Fig. 1: run 1, track usage over the die
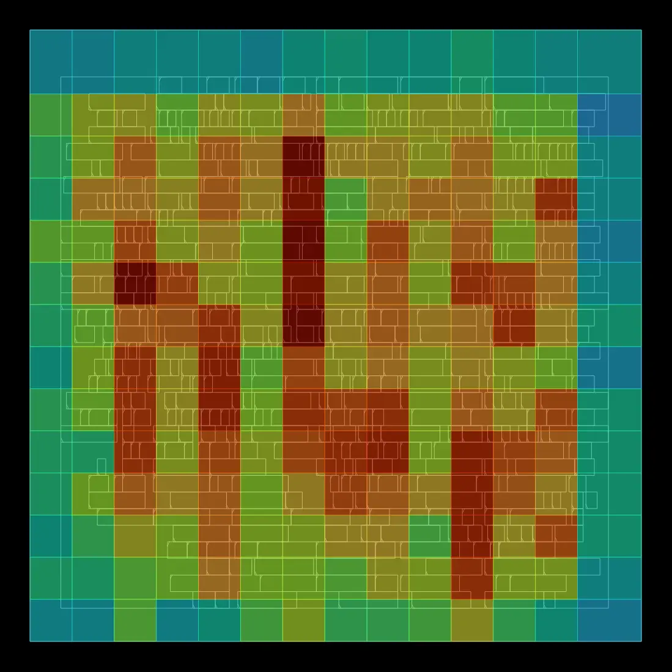
Fig. 2: run 1, a small window of the routed layout
Bar = 10 µm. Window x 30 to 70, y 10 to 50 µm. Cells in gray, sequential cells in the stronger gray; small squares are vias.
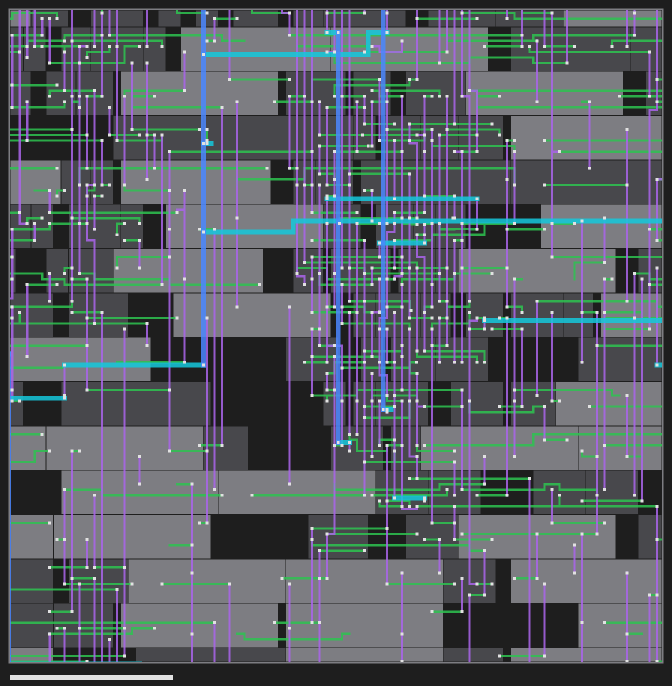
Fig. 3: run 1, cell sizes after repair
Bar = 20 µm.
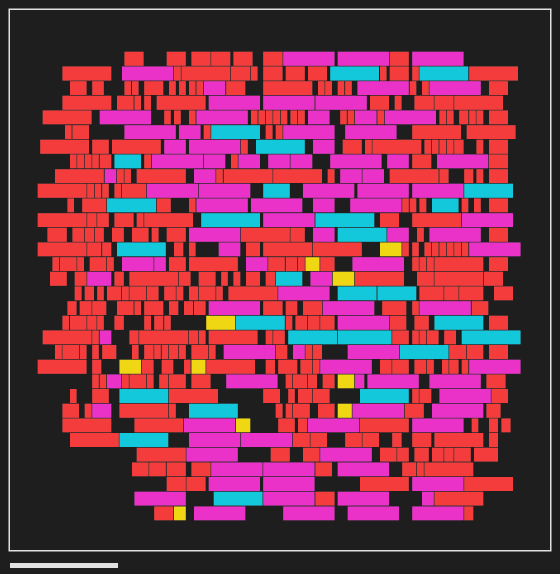
Fig. 4: run 1, signal wires on met1
Bar = 20 µm. Supply wires on this layer in gray. Cells faint in the background.
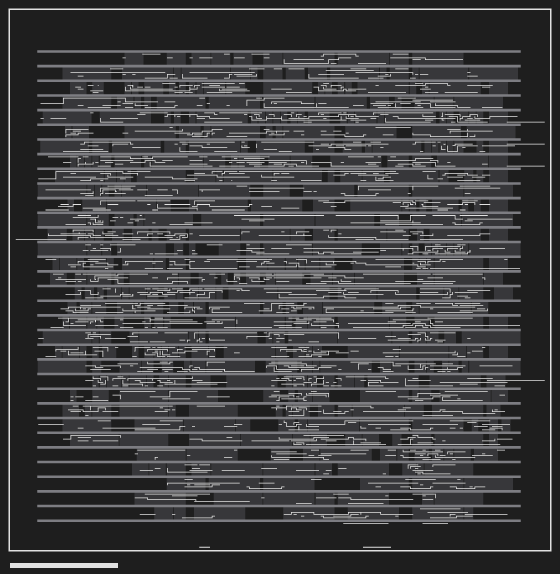
### src/rtl/seg_scan_decoder.sv
// seg_scan_decoder
// Receive side of a multiplexed 7-segment bus. Synchronises the active-low
// segment and anode lines, waits for each anode dwell to settle, decodes the
// digit shown on the driven position into a shadow frame, and publishes the
// whole frame atomically once every position has been captured.
module seg_scan_decoder #(
  parameter int NDIG       = 4,
  parameter int STABLE_CYC = 8,
  parameter int TIMEOUT    = 1048576
) (
  input  logic                clk,
  input  logic                rst,
  input  logic [7:0]          seg_in,
  input  logic [NDIG-1:0]     an_in,
  output logic [4*NDIG-1:0]   digits_out,
  output logic [NDIG-1:0]     dots_out,
  output logic [NDIG-1:0]     err_out,
  output logic                frame_valid,
  output logic                stale
);

  localparam int CW = $clog2(STABLE_CYC + 1);
  localparam int TW = $clog2(TIMEOUT + 1);
  localparam logic [CW-1:0] STABLE_LAST = CW'(STABLE_CYC - 1);
  localparam logic [CW-1:0] CNT_ONE     = CW'(1);
  localparam logic [CW-1:0] CNT_ZERO    = CW'(0);
  localparam logic [TW-1:0] TMAX        = TW'(TIMEOUT);

  typedef enum logic [1:0] {
    S_IDLE   = 2'd0,
    S_SETTLE = 2'd1,
    S_HOLD   = 2'd2
  } state_t;

  // Segment pattern (g..a, active low) to {err, digit}.
  function automatic logic [4:0] f_decode(input logic [6:0] pat);
    case (pat)
      7'b1000000: f_decode = {1'b0, 4'h0};
      7'b1111001: f_decode = {1'b0, 4'h1};
      7'b0100100: f_decode = {1'b0, 4'h2};
      7'b0110000: f_decode = {1'b0, 4'h3};
      7'b0011001: f_decode = {1'b0, 4'h4};
      7'b0010010: f_decode = {1'b0, 4'h5};
      7'b0000010: f_decode = {1'b0, 4'h6};
      7'b1111000: f_decode = {1'b0, 4'h7};
      7'b0000000: f_decode = {1'b0, 4'h8};
      7'b0010000: f_decode = {1'b0, 4'h9};
      7'b1111111: f_decode = {1'b0, 4'hF};
      default:    f_decode = {1'b1, 4'hE};
    endcase
  endfunction

  // True when exactly one anode line is pulled low.
  function automatic logic f_onehot_low(input logic [NDIG-1:0] an);
    logic [3:0] v_zeros;
    v_zeros = 4'd0;
    for (int i = 0; i < NDIG; i++) begin
      if (!an[i]) begin
        v_zeros = v_zeros + 4'd1;
      end else begin
        v_zeros = v_zeros;
      end
    end
    return (v_zeros == 4'd1);
  endfunction

  logic [7:0]        r_seg_m, r_seg_s, r_seg_p;
  logic [NDIG-1:0]   r_an_m, r_an_s, r_an_p;
  state_t            r_state;
  logic [CW-1:0]     r_cnt;
  logic [4*NDIG-1:0] r_sh_dig;
  logic [NDIG-1:0]   r_sh_dot;
  logic [NDIG-1:0]   r_sh_err;
  logic [NDIG-1:0]   r_mask;
  logic [4*NDIG-1:0] r_digits;
  logic [NDIG-1:0]   r_dots;
  logic [NDIG-1:0]   r_err;
  logic              r_frame_valid;
  logic [TW-1:0]     r_stale_cnt;
  logic              r_stale;

  logic              w_an_ok;
  logic              w_an_chg;
  logic              w_same;
  logic              w_capture;
  logic              w_mask_full;
  logic [4:0]        w_dec;
  logic [NDIG-1:0]   w_cap_sel;

  assign w_an_ok     = f_onehot_low(r_an_s);
  assign w_an_chg    = (r_an_s != r_an_p);
  assign w_same      = (r_an_s == r_an_p) && (r_seg_s == r_seg_p);
  assign w_capture   = (r_state == S_SETTLE) && w_same && (r_cnt == STABLE_LAST);
  assign w_mask_full = &r_mask;
  assign w_dec       = f_decode(r_seg_s[6:0]);

  // Slot select for the capture happening this cycle (the low anode bit).
  always_comb begin
    w_cap_sel = {NDIG{1'b0}};
    if (w_capture) begin
      w_cap_sel = ~r_an_s;
    end else begin
      w_cap_sel = {NDIG{1'b0}};
    end
  end

  // Two-flop synchronisers plus the previous synced sample for change detect.
  always_ff @(posedge clk or posedge rst) begin
    if (rst) begin
      r_seg_m <= 8'hFF;
      r_seg_s <= 8'hFF;
      r_seg_p <= 8'hFF;
      r_an_m  <= {NDIG{1'b1}};
      r_an_s  <= {NDIG{1'b1}};
      r_an_p  <= {NDIG{1'b1}};
    end else begin
      r_seg_m <= seg_in;
      r_seg_s <= r_seg_m;
      r_seg_p <= r_seg_s;
      r_an_m  <= an_in;
      r_an_s  <= r_an_m;
      r_an_p  <= r_an_s;
    end
  end

  // Dwell tracker: settle on a one-hot anode, capture once, then hold.
  always_ff @(posedge clk or posedge rst) begin
    if (rst) begin
      r_state <= S_IDLE;
      r_cnt   <= CNT_ZERO;
    end else begin
      case (r_state)
        S_IDLE: begin
          if (w_an_ok) begin
            r_state <= S_SETTLE;
            r_cnt   <= CNT_ONE;
          end else begin
            r_state <= S_IDLE;
            r_cnt   <= CNT_ZERO;
          end
        end
        S_SETTLE: begin
          if (w_same) begin
            if (r_cnt == STABLE_LAST) begin
              r_state <= S_HOLD;
              r_cnt   <= CNT_ZERO;
            end else begin
              r_cnt   <= r_cnt + CNT_ONE;
            end
          end else if (w_an_ok) begin
            r_cnt   <= CNT_ONE;
          end else begin
            r_state <= S_IDLE;
            r_cnt   <= CNT_ZERO;
          end
        end
        S_HOLD: begin
          // Segment-only changes are ignored; only an anode change ends the dwell.
          if (w_an_chg) begin
            if (w_an_ok) begin
              r_state <= S_SETTLE;
              r_cnt   <= CNT_ONE;
            end else begin
              r_state <= S_IDLE;
              r_cnt   <= CNT_ZERO;
            end
          end else begin
            r_state <= S_HOLD;
            r_cnt   <= CNT_ZERO;
          end
        end
        default: begin
          r_state <= S_IDLE;
          r_cnt   <= CNT_ZERO;
        end
      endcase
    end
  end

  // Shadow frame: latest capture for a position overwrites its slot.
  always_ff @(posedge clk or posedge rst) begin
    if (rst) begin
      r_sh_dig <= {NDIG{4'hF}};
      r_sh_dot <= {NDIG{1'b0}};
      r_sh_err <= {NDIG{1'b0}};
    end else begin
      for (int i = 0; i < NDIG; i++) begin
        if (w_cap_sel[i]) begin
          r_sh_dig[4*i +: 4] <= w_dec[3:0];
          r_sh_dot[i]        <= ~r_seg_s[7];
          r_sh_err[i]        <= w_dec[4];
        end
      end
    end
  end

  // Frame publish: full mask copies the shadow out; a same-cycle capture seeds the next mask.
  always_ff @(posedge clk or posedge rst) begin
    if (rst) begin
      r_mask        <= {NDIG{1'b0}};
      r_digits      <= {NDIG{4'hF}};
      r_dots        <= {NDIG{1'b0}};
      r_err         <= {NDIG{1'b0}};
      r_frame_valid <= 1'b0;
    end else if (w_mask_full) begin
      r_mask        <= w_cap_sel;
      r_digits      <= r_sh_dig;
      r_dots        <= r_sh_dot;
      r_err         <= r_sh_err;
      r_frame_valid <= 1'b1;
    end else begin
      r_mask        <= r_mask | w_cap_sel;
      r_frame_valid <= 1'b0;
    end
  end

  // Stale timer: saturating count of cycles since the last published frame.
  always_ff @(posedge clk or posedge rst) begin
    if (rst) begin
      r_stale_cnt <= {TW{1'b0}};
      r_stale     <= 1'b0;
    end else if (w_mask_full) begin
      r_stale_cnt <= {TW{1'b0}};
      r_stale     <= 1'b0;
    end else if (r_stale_cnt == TMAX) begin
      r_stale_cnt <= r_stale_cnt;
      r_stale     <= 1'b1;
    end else begin
      r_stale_cnt <= r_stale_cnt + TW'(1);
      r_stale     <= ((r_stale_cnt + TW'(1)) == TMAX);
    end
  end

  assign digits_out  = r_digits;
  assign dots_out    = r_dots;
  assign err_out     = r_err;
  assign frame_valid = r_frame_valid;
  assign stale       = r_stale;

endmodule

### config.mk
export PLATFORM = sky130hd
export DESIGN_NAME = seg_scan_decoder
export DESIGN_NICKNAME = d
export VERILOG_FILES = /design/src/rtl/seg_scan_decoder.sv
export SDC_FILE = /design/constraint.sdc
export NUM_CORES = 1
export LEC_CHECK = 0
export CAP_MARGIN = 40
export CORE_MARGIN = 5
export CORE_UTILIZATION = 62
export CTS_CLUSTER_DIAMETER = 80
export DETAILED_ROUTE_END_ITERATION = 6
export PLACE_DENSITY = 0.81
export SLEW_MARGIN = 20
export SYNTH_ARGS = -nofsm -noshare
export SYNTH_HDL_FRONTEND = slang
export SYNTH_SLANG_ARGS = --single-unit
### constraint.sdc
create_clock -name clk -period 7.6 [get_ports clk]
set_clock_uncertainty 0.2 [all_clocks]
set_input_delay 0.76 -clock clk [delete_from_list [all_inputs] [get_ports clk]]
set_output_delay 0.76 -clock clk [all_outputs]
set_load 0.01 [all_outputs]
==> flow report, run 1 <==
=============================================================================
Run status                                                       finished, final reports clean
Number of nets in the synthesized netlist                                 466
TritonCTS Buffers                                                          17
Clock group                                                            819 µW
Number of setup violations in the final report                              0
And+or+nand+nor area frac                                               18.5%
Antenna violations before repair                                            0
Critical path required time                                           7.80 ns
Post-DRT Antenna Nets                                                       0
Hold bufs inserted after CTS                                                0
Global-route wire length before repair                              18,200 µm
Yosys xor share                                                         6.43%
Most used flip-flop cell                                         sky130_fd_sc_hd__dfstp_2
Kind of critical path                                            flop to flop
Vias in the first global route                                          3,583
Portion of the post-synthesis area used by sequential elements          59.8%
Fill cells                                                                483
Multiplexer share                                                       6.35%
VDD IR-drop max                                                      0.149 mV
Switching pwr                                                          316 µW
AO/OA Area Share                                                        4.69%
DR iter-0 viols                                                           232
Total clock sinks                                                         117
Leftover overflow at the end of global routing                              0
Clock slew at reported path FFs                                       0.05 ns
Ports                                                                      40
Worst path bufs/invs                                                        0
Global placement routability congestion                                 0.929
Post-synth ARST share                                                    100%
Fmax                                                                0.311 GHz
Worst path top cell family by delay                              simple AND/OR/NAND/NOR gates
Highest layer used for signal routing                                    met4
Total power                                                           1.53 mW
Sequential power share                                                  43.2%
Comb power frac                                                          3.2%
Starting density of the core                                            64.6%
Part of the power in the clock network                                  53.7%
Post-Syn Instances                                                        446
Design area                                                       0.00613 mm²
Biggest fanout along the worst timing path                                  7
Initial DRT Pass Iterations                                                 4
Clock Latency Late Sink                                               0.52 ns
Routed length per placed instance                                     18.0 µm
Die Ht                                                                 100 µm
Placed Area                                                       0.00552 mm²
Count of max-cap constraint violations                                      0
Routed length on met1                                                 4290 µm
Worst setup SP type                                                      flop
All-layer global routing usage                                          23.7%
Dominant logic cell type in the layout                           sky130_fd_sc_hd__nand2_1
Area of the synthesized netlist per yosys stat                    0.00504 mm²
Vias/cell                                                                5.74
Tmin final                                                            3.22 ns
Yosys adder share                                                       1.49%
Post-synthesis cell count from yosys                                      446
Clock root buffer                                                sky130_fd_sc_hd__clkbuf_8
Most common logic cells in the final layout                      sky130_fd_sc_hd__nand2_1 (81), sky130_fd_sc_hd__dfstp_2 (68), sky130_fd_sc_hd__dfrtp_1 (49)
Main power-consuming group                                              clock
Unrepaired setup endpoints after global routing                         false
Number of warnings in the stage logs                                       28
DRC viols                                                                   0
Diodes inserted                                                             0
Layout cell share with drive strength beyond 1                          27.0%
Maximum clock insertion buffer count                                        2
Period utilization                                                      42.3%
Count of yosys warnings during synthesis                                    0
Sequential Power                                                       659 µW
Total die size                                                     0.0100 mm²
Flip-flops with a built-in enable                                           0
Worst slew pin tran                                                  0.728 ns
Longest individual stage delay on the worst path                      0.69 ns
Count of buffers inserted at the top-level ports                           39
Number of rows created at floorplan                                        32
Final tally of max-slew violations                                          0
WP data arrival                                                       3.41 ns
# H-tree levels                                                             4
Number of cells upsized or downsized after cts                              0
Worst hold margin                                                    0.154 ns
Worst setup EP type                                                      flop
Area of the core region                                           0.00781 mm²
Path category of the worst min-delay check                       flop to flop
Final #Nets                                                               507
Total met3 wirelength after detailed routing                           464 µm
Largest register by flop count                                    r_stale_cnt
Total negative setup slack                                               0 ns
Total setup buffers inserted after CTS                                      0
Reported leakage power                                                2.70 nW
Placed wire-length estimate after detailed placement                  6530 µm
CTS tree                                                                  yes
Synth Register Bits                                                       117
Synth logic family                                               simple AND/OR/NAND/NOR gates
Switching fraction of total power                                       20.7%
Rel. slew slack                                                         51.2%
Total combinational power                                             48.1 µW
=============================================================================
Back to the opening pictures, Fig. 1:
utilization after layout: 78.5%
global-route met1 utilization: 27.6%
routing usage on met3: 7.23%
busiest metal layer after global routing: met2
Global Route met2 Usage: 41.3%

Back to the opening pictures, Fig. 2:
| color | layer |
|---|---|
| cyan | M3 |
| blue | M4 |
| purple | M2 |
| green | M1 |
cells with their middle in the window: 98
netlist names of flops here include: r_seg_p (6), r_seg_s (5), r_seg_m (4)
sequential cells in the window: 26
most frequent: dfstp_2 (20), nor2_1 (10), xor2_1 (7)

Back to the opening pictures, Fig. 3:
| color | size | cells | share |
|---|---|---|---|
| yellow | x3 and x4 | 10 | 2.0% |
| red | x1 and smaller | 365 | 73% |
| cyan | x6 and larger | 27 | 5.4% |
| magenta | x2 | 98 | 20% |
PnR worst setup slack: 4.38 ns
area delta synth->final: 21.6%

Back to the opening pictures, Fig. 4:
nets with wire on the layer: 467
longest straight run: 29.0 µm
main direction: horizontal
wire length on this layer: 4,290 µm
DR vias: 3,455
WL final: 10,800 µm

==> run 1: cell usage after synthesis, types with 2 or more instances <==
cell | number | area share [%]
sky130_fd_sc_hd__nor3_1 | 11 | 1.1
sky130_fd_sc_hd__or2_2 | 4 | 0.50
sky130_fd_sc_hd__nor2_1 | 37 | 2.8
sky130_fd_sc_hd__o21ai_0 | 9 | 0.89
sky130_fd_sc_hd__a2bb2oi_1 | 2 | 0.35
sky130_fd_sc_hd__nand3_1 | 13 | 1.3
sky130_fd_sc_hd__nor2_4 | 2 | 0.45
sky130_fd_sc_hd__or3_1 | 4 | 0.50
sky130_fd_sc_hd__mux2_2 | 20 | 4.5
sky130_fd_sc_hd__nand2b_1 | 3 | 0.37
sky130_fd_sc_hd__and3_1 | 5 | 0.62
sky130_fd_sc_hd__and2_1 | 2 | 0.25
sky130_fd_sc_hd__xnor2_1 | 16 | 2.8
sky130_fd_sc_hd__nand3b_1 | 3 | 0.45
sky130_fd_sc_hd__dfstp_2 | 68 | 35
sky130_fd_sc_hd__clkbuf_1 | 11 | 0.82
sky130_fd_sc_hd__a21oi_1 | 3 | 0.30
sky130_fd_sc_hd__o211ai_1 | 2 | 0.30
sky130_fd_sc_hd__nor2b_1 | 2 | 0.25
sky130_fd_sc_hd__buf_2 | 6 | 0.60
sky130_fd_sc_hd__nand4_1 | 5 | 0.62
sky130_fd_sc_hd__a21o_1 | 5 | 0.74
sky130_fd_sc_hd__xor2_1 | 21 | 3.6
sky130_fd_sc_hd__nor2_8 | 2 | 0.79
sky130_fd_sc_hd__nand2_1 | 81 | 6.0
sky130_fd_sc_hd__inv_1 | 13 | 0.97
sky130_fd_sc_hd__nor4_1 | 5 | 0.62
sky130_fd_sc_hd__a31oi_1 | 2 | 0.25
sky130_fd_sc_hd__dfrtp_1 | 49 | 24
sky130_fd_sc_hd__ha_1 | 6 | 1.5
sky130_fd_sc_hd__mux2i_1 | 8 | 1.6
sky130_fd_sc_hd__or4_1 | 4 | 0.60
==> run 1: stage by stage <==
| step | instances | setup WS (ns) |
|---|---|---|
| floorplan | 446 | 3.65 |
| global placement | 569 | 4.64 |
| detailed placement | 570 | 4.55 |
| CTS | 602 | 4.39 |
| global route | 602 | 4.23 |
| finish | 602 | 4.38 |
==> run 1: layout make-up <==
type / instances / area [µm²] / share of cell area (%)
Clock inverter: 7 / 119 / 1.94
Sequential cell: 117 / 3010 / 49.1
Timing Repair Buffer: 42 / 433 / 7.06
Clock buffer: 25 / 495 / 8.08
Inverter: 14 / 55.1 / 0.898
Tap cell: 102 / 128 / 2.08
Multi-Input combinational cell: 295 / 1890 / 30.8
==> run 1: worst paths after layout <==
| path | slack, ns | cells after the start | startpoint | end |
|---|---|---|---|---|
| setup / recovery | 4.38 | 6 | r_an_s[0] | r_sh_err[1] |
| hold / removal | 0.15 | 0 | r_seg_m[0] | r_seg_s[0] |
| setup reg to reg | 4.38 | 6 | r_an_s[0] | r_sh_err[1] |
| hold reg to reg | 0.15 | 0 | r_seg_m[0] | r_seg_s[0] |
| max in group asynchronous | 5.71 | 4 | rst | r_sh_dig[3] |
| min in group asynchronous | 0.39 | 2 | rst | r_cnt[2] |
==> run 2, diff against run 1 <==
CORE_UTILIZATION = 52   (was 62)
PLACE_DENSITY = 0.72   (was 0.81)
clock period = 2.75 ns   (was 7.6 ns; I/O delays follow)
==> run 2 against run 1 <==
Via count decreased by 3.0%. Combinational power increased to 3.8 times the previous value. Sequential share of layout area decreased by 2.4 points. Register-to-register slack got worse by 4.3 ns. Fmax increased by 21%. Setup slack got worse by 4.3 ns. Largest cell class unchanged. Final cell count increased by 11%. Wire length decreased by 10%. Final area increased by 5.2%.
==> flow report, run 2 <==
===================================================================================
Ports                                                                            40   unchanged
Highest layer used for signal routing                                          met4
Fmax                                                                      0.377 GHz   +21%
DRC viols                                                                         0   unchanged
Global-route wire length before repair                                    16,900 µm   -7.3%
Largest cells by area after synthesis                                  sky130_fd_sc_hd__dfstp_2 (35%), sky130_fd_sc_hd__dfrtp_1 (24%), sky130_fd_sc_hd__nand2_1 (6.0%)
Die width                                                                    108 µm
Count of cell types in the netlist                                               54
Library cell occupying the most area in the post-synthesis netlist     sky130_fd_sc_hd__dfstp_2
DR iter-0 viols                                                                 221   -4.7%
Min-Delay Path Depth                                                              0   unchanged
Run status                                                             finished, final reports clean
Rel. slew slack                                                               55.6%   +4.4 points
Tmin final                                                                  2.65 ns   -0.565 ns
Critical path depth in cells                                                      7   +1
Maximum clock insertion buffer count                                              2   unchanged
Dominant logic cell type in the layout                                 sky130_fd_sc_hd__nand2_1
Number of nets in the synthesized netlist                                       466   unchanged
RR Startpoint                                                            r_seg_s[6]
VDD IR-drop max                                                            0.598 mV   +300%
Critical path required time                                                 2.94 ns   -4.86 ns
Post-synth ARST share                                                          100%   unchanged
Worst path top cell family by delay                                    simple AND/OR/NAND/NOR gates
Reported leakage power                                                      2.86 nW   +5.8%
Kind of critical path                                                  flop to flop
WP data arrival                                                             2.85 ns   -0.56 ns
Antenna violations before repair                                                  0   unchanged
Fill cells                                                                      717   +48%
Post-Place Cells                                                                622   +9.1%
Clock Latency Late Sink                                                     0.51 ns   about the same
Detailed-routed wire length on met2                                         5080 µm
Top cell area share                                                           35.4%   unchanged
Starting density of the core                                                  52.5%   -12 points
Series of cell instances along the critical path                       xor2_1, nor4_1, nand3_1, or3_1, buf_4, nor2_4, mux2_2
Worst hold margin                                                          0.155 ns   +0.00139 ns
Final tally of max-slew violations                                                0   unchanged
WL final                                                                    9710 µm   -10%
Portion of the post-synthesis area used by sequential elements                59.8%   unchanged
Count of buffers inserted at the top-level ports                                 39   unchanged
Mean area per synthesized cell                                             11.3 µm²
Post-synthesis cell count from yosys                                            446   unchanged
Count of max-cap constraint violations                                            0   unchanged
Vias in the first global route                                                3,582   -0.028%
Die Ht                                                                       108 µm   +8.3%
Flip-flops with a built-in enable                                                 0   unchanged
Max reg flops                                                                    21
Most common logic cells in the final layout                            sky130_fd_sc_hd__nand2_1 (81), sky130_fd_sc_hd__dfstp_2 (68), sky130_fd_sc_hd__dfrtp_1 (49)
Launching instance or port of the critical path                          r_seg_s[6]
Count of yosys warnings during synthesis                                          0   unchanged
Placed wire-length estimate after detailed placement                        6380 µm   -2.3%
Total power                                                                 3.94 mW   +160%
Total clock sinks                                                               117   unchanged
Count of placed standard cells in the final layout, fillers left out            669   +11%
Post-Syn Instances                                                              446   unchanged
Diodes inserted                                                                   0   unchanged
Period utilization                                                            96.5%   +54 points
Clock root buffer                                                      sky130_fd_sc_hd__clkbuf_8
Maximum number of pins on one net before global-route repair                     65
Initial DRT Pass Iterations                                                       4   unchanged
Routed length on met1                                                       4280 µm   -0.26%
Total die size                                                           0.0118 mm²   +17%
Synth Register Bits                                                             117   unchanged
Number of warnings in the stage logs                                             28   unchanged
Largest register by flop count                                          r_stale_cnt
Longest individual stage delay on the worst path                            0.53 ns   -0.16 ns
# H-tree levels                                                                   4   unchanged
HP Start                                                                 r_seg_m[3]
Routed length per placed instance                                           14.5 µm   -19%
Biggest fanout along the worst timing path                                        7   unchanged
TritonCTS Buffers                                                                17   unchanged
Placed Area                                                             0.00572 mm²   +3.7%
Worst setup EP type                                                            flop
Area of the core region                                                 0.00959 mm²   +23%
Vias/cell                                                                      5.01   -13%
Final #Nets                                                                     543   +7.1%
Global placement routability congestion                                       0.823   -11%
Leftover overflow at the end of global routing                                    0   unchanged
CTS tree                                                                        yes
Synth cell count leaders                                               sky130_fd_sc_hd__nand2_1 (81), sky130_fd_sc_hd__dfstp_2 (68), sky130_fd_sc_hd__dfrtp_1 (49)
Most frequently used cell type in the post-synthesis netlist           sky130_fd_sc_hd__nand2_1
Hold Fails Final Rpt                                                              0
Worst slew pin tran                                                        0.658 ns   -0.0691 ns
Post-DRT Antenna Nets                                                             0   unchanged
Worst slack, placed                                                       -0.279 ns   -4.83 ns
Number of rows created at floorplan                                              36   +13%
Path category of the worst min-delay check                             flop to flop
Clock slew at reported path FFs                                             0.05 ns   about the same
Number of setup violations in the final report                                    0   unchanged
Netlist area before placement                                           0.00504 mm²
Worst setup SP type                                                            flop
Worst reg2reg path depth                                                          7   +1
Layout cell share with drive strength beyond 1                                30.0%   +3.0 points
Power density over the cells                                             611 mW/mm²
All-layer global routing usage                                                18.7%   -5.0 points
Most used flip-flop cell                                               sky130_fd_sc_hd__dfstp_2
Area of the synthesized netlist per yosys stat                          0.00504 mm²   unchanged
Total met3 wirelength after detailed routing                                 269 µm   -42%
CP max-delay cell                                                      sky130_fd_sc_hd__dfstp_2
Worst path bufs/invs                                                              1   +1
===================================================================================
run 2: layout make-up:
class | instances | area [µm²] | area share, %
timing repair buffer | 78 | 741 | 11.5
multi-input combinational | 295 | 1940 | 30.0
clock buffer | 28 | 517 | 8.01
sequential | 117 | 3010 | 46.7
inverter | 14 | 56.3 | 0.873
tap | 133 | 166 | 2.58
clock inverter | 4 | 20.0 | 0.310
run 2: timing repair:
| action | CTS | global route |
|---|---|---|
| buffers inserted | 1 | 1 |
| hold buffers | 13 | 0 |
| cloned | 0 | 0 |
| resized | 4 | 3 |
| hold endpoints to repair | 27 | 0 |
| endpoints found under the setup margin | 4 | 3 |
| pin swaps | 2 | 1 |
run 2: kinds of logic after synthesis:
logic type / synth area share [%]
buffers and inverters: 2.78
XOR/XNOR: 6.43
AND/OR/NAND/NOR: 18.5
AND-OR/OR-AND: 4.69
adder cells (fa/ha/maj): 1.49
flip-flops: 59.8
multiplexers: 6.35
run 2: per-layer routing:
layer  GRT usage, %  up-vias
li1               -     1648
met1           22.9     1648
met2           31.1       47
met3           5.01        9
met4           8.12        0
met5              0        -
run 2: power by group:
part           internal (mW)  switching, mW  total [mW]
Clock                   1.25          0.702        1.95
Sequential              1.78         0.0238        1.81
Combinational         0.0847         0.0999       0.185
Total                   3.12          0.826        3.94
run 2: worst paths after layout:
| check | to | slack [ns] |
|---|---|---|
| max in group asynchronous | r_sh_dig[7] | 1.09 |
| worst max-delay path | r_sh_err[1] | 0.1 |
| worst min register to register | r_seg_s[3] | 0.15 |
| worst min-delay path | r_seg_s[3] | 0.15 |
| worst max register to register | r_sh_err[1] | 0.1 |
| min in group asynchronous | r_stale_cnt[18] | 0.52 |
run 2: through the flow:
step | TNS, ns | util, %
6_report | 0 | 67.2
5_1_grt | -0.0134 | 67.2
4_1_cts | 0 | 67.0
3_5_place_dp | -0.624 | 59.6
3_3_place_gp | 0 | 59.6
2_1_floorplan | 0 | -
Fig. 5: run 2, signal wires on met2
Bar = 20 µm. Cells faint in the background.
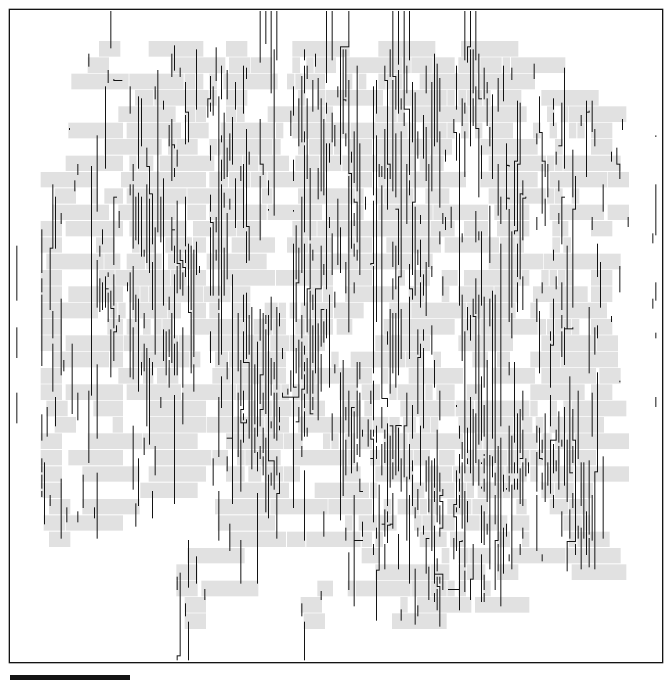
wire length on this layer: 5,080 µm
share of all routed wire: 52%
main direction: vertical
Global Route met2 Usage: 31.1%
DR vias: 3,352

Fig. 6: run 2, cell sizes after repair
Bar = 20 µm.
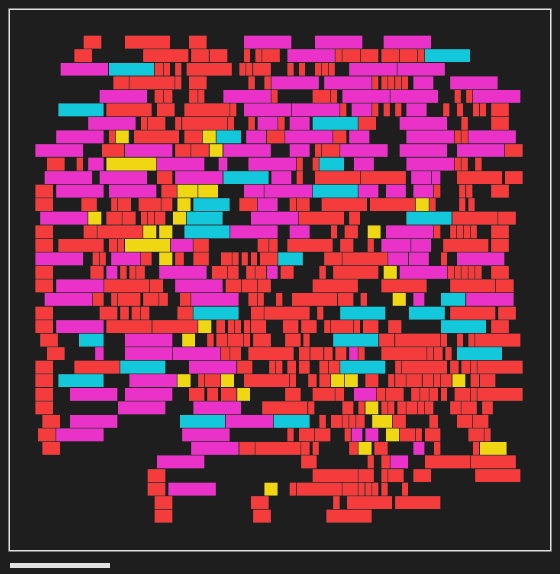
| color | size | cells | share | most used |
|---|---|---|---|---|
| magenta | x2 | 104 | 19% | dfstp_2 |
| yellow | x3 and x4 | 31 | 5.8% | buf_4 |
| red | x1 and smaller | 375 | 70% | nand2_1 |
| cyan | x6 and larger | 26 | 4.9% | clkbuf_16 |
design area: 0.00645 mm²
Buffers excl. clock: 78
PnR worst setup slack: 0.0975 ns
area delta synth->final: 27.9%

Fig. 7: run 2, a small window of the routed layout
Bar = 10 µm. Window x 34 to 74, y 13 to 53 µm. Cells in gray, sequential cells in the stronger gray; small squares are vias.
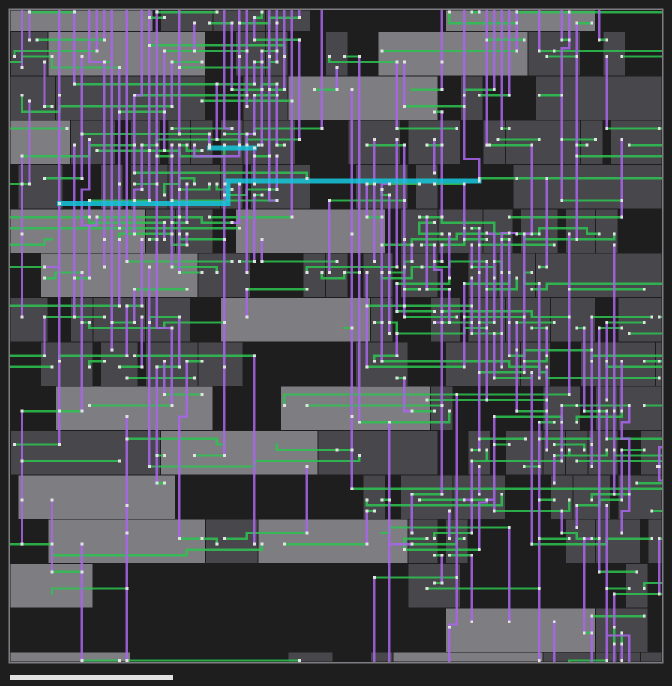
| color | layer |
|---|---|
| purple | M2 |
| green | M1 |
| cyan | M3 |
netlist names of flops here include: r_stale_cnt (7), r_seg_p (5), r_seg_s (2)
sequential cells in the window: 15
most frequent: nor2_1 (12), xor2_1 (11), nand2_1 (10)
cells with their middle in the window: 106

No activity file was given, so power comes from the tool's default toggle rates.
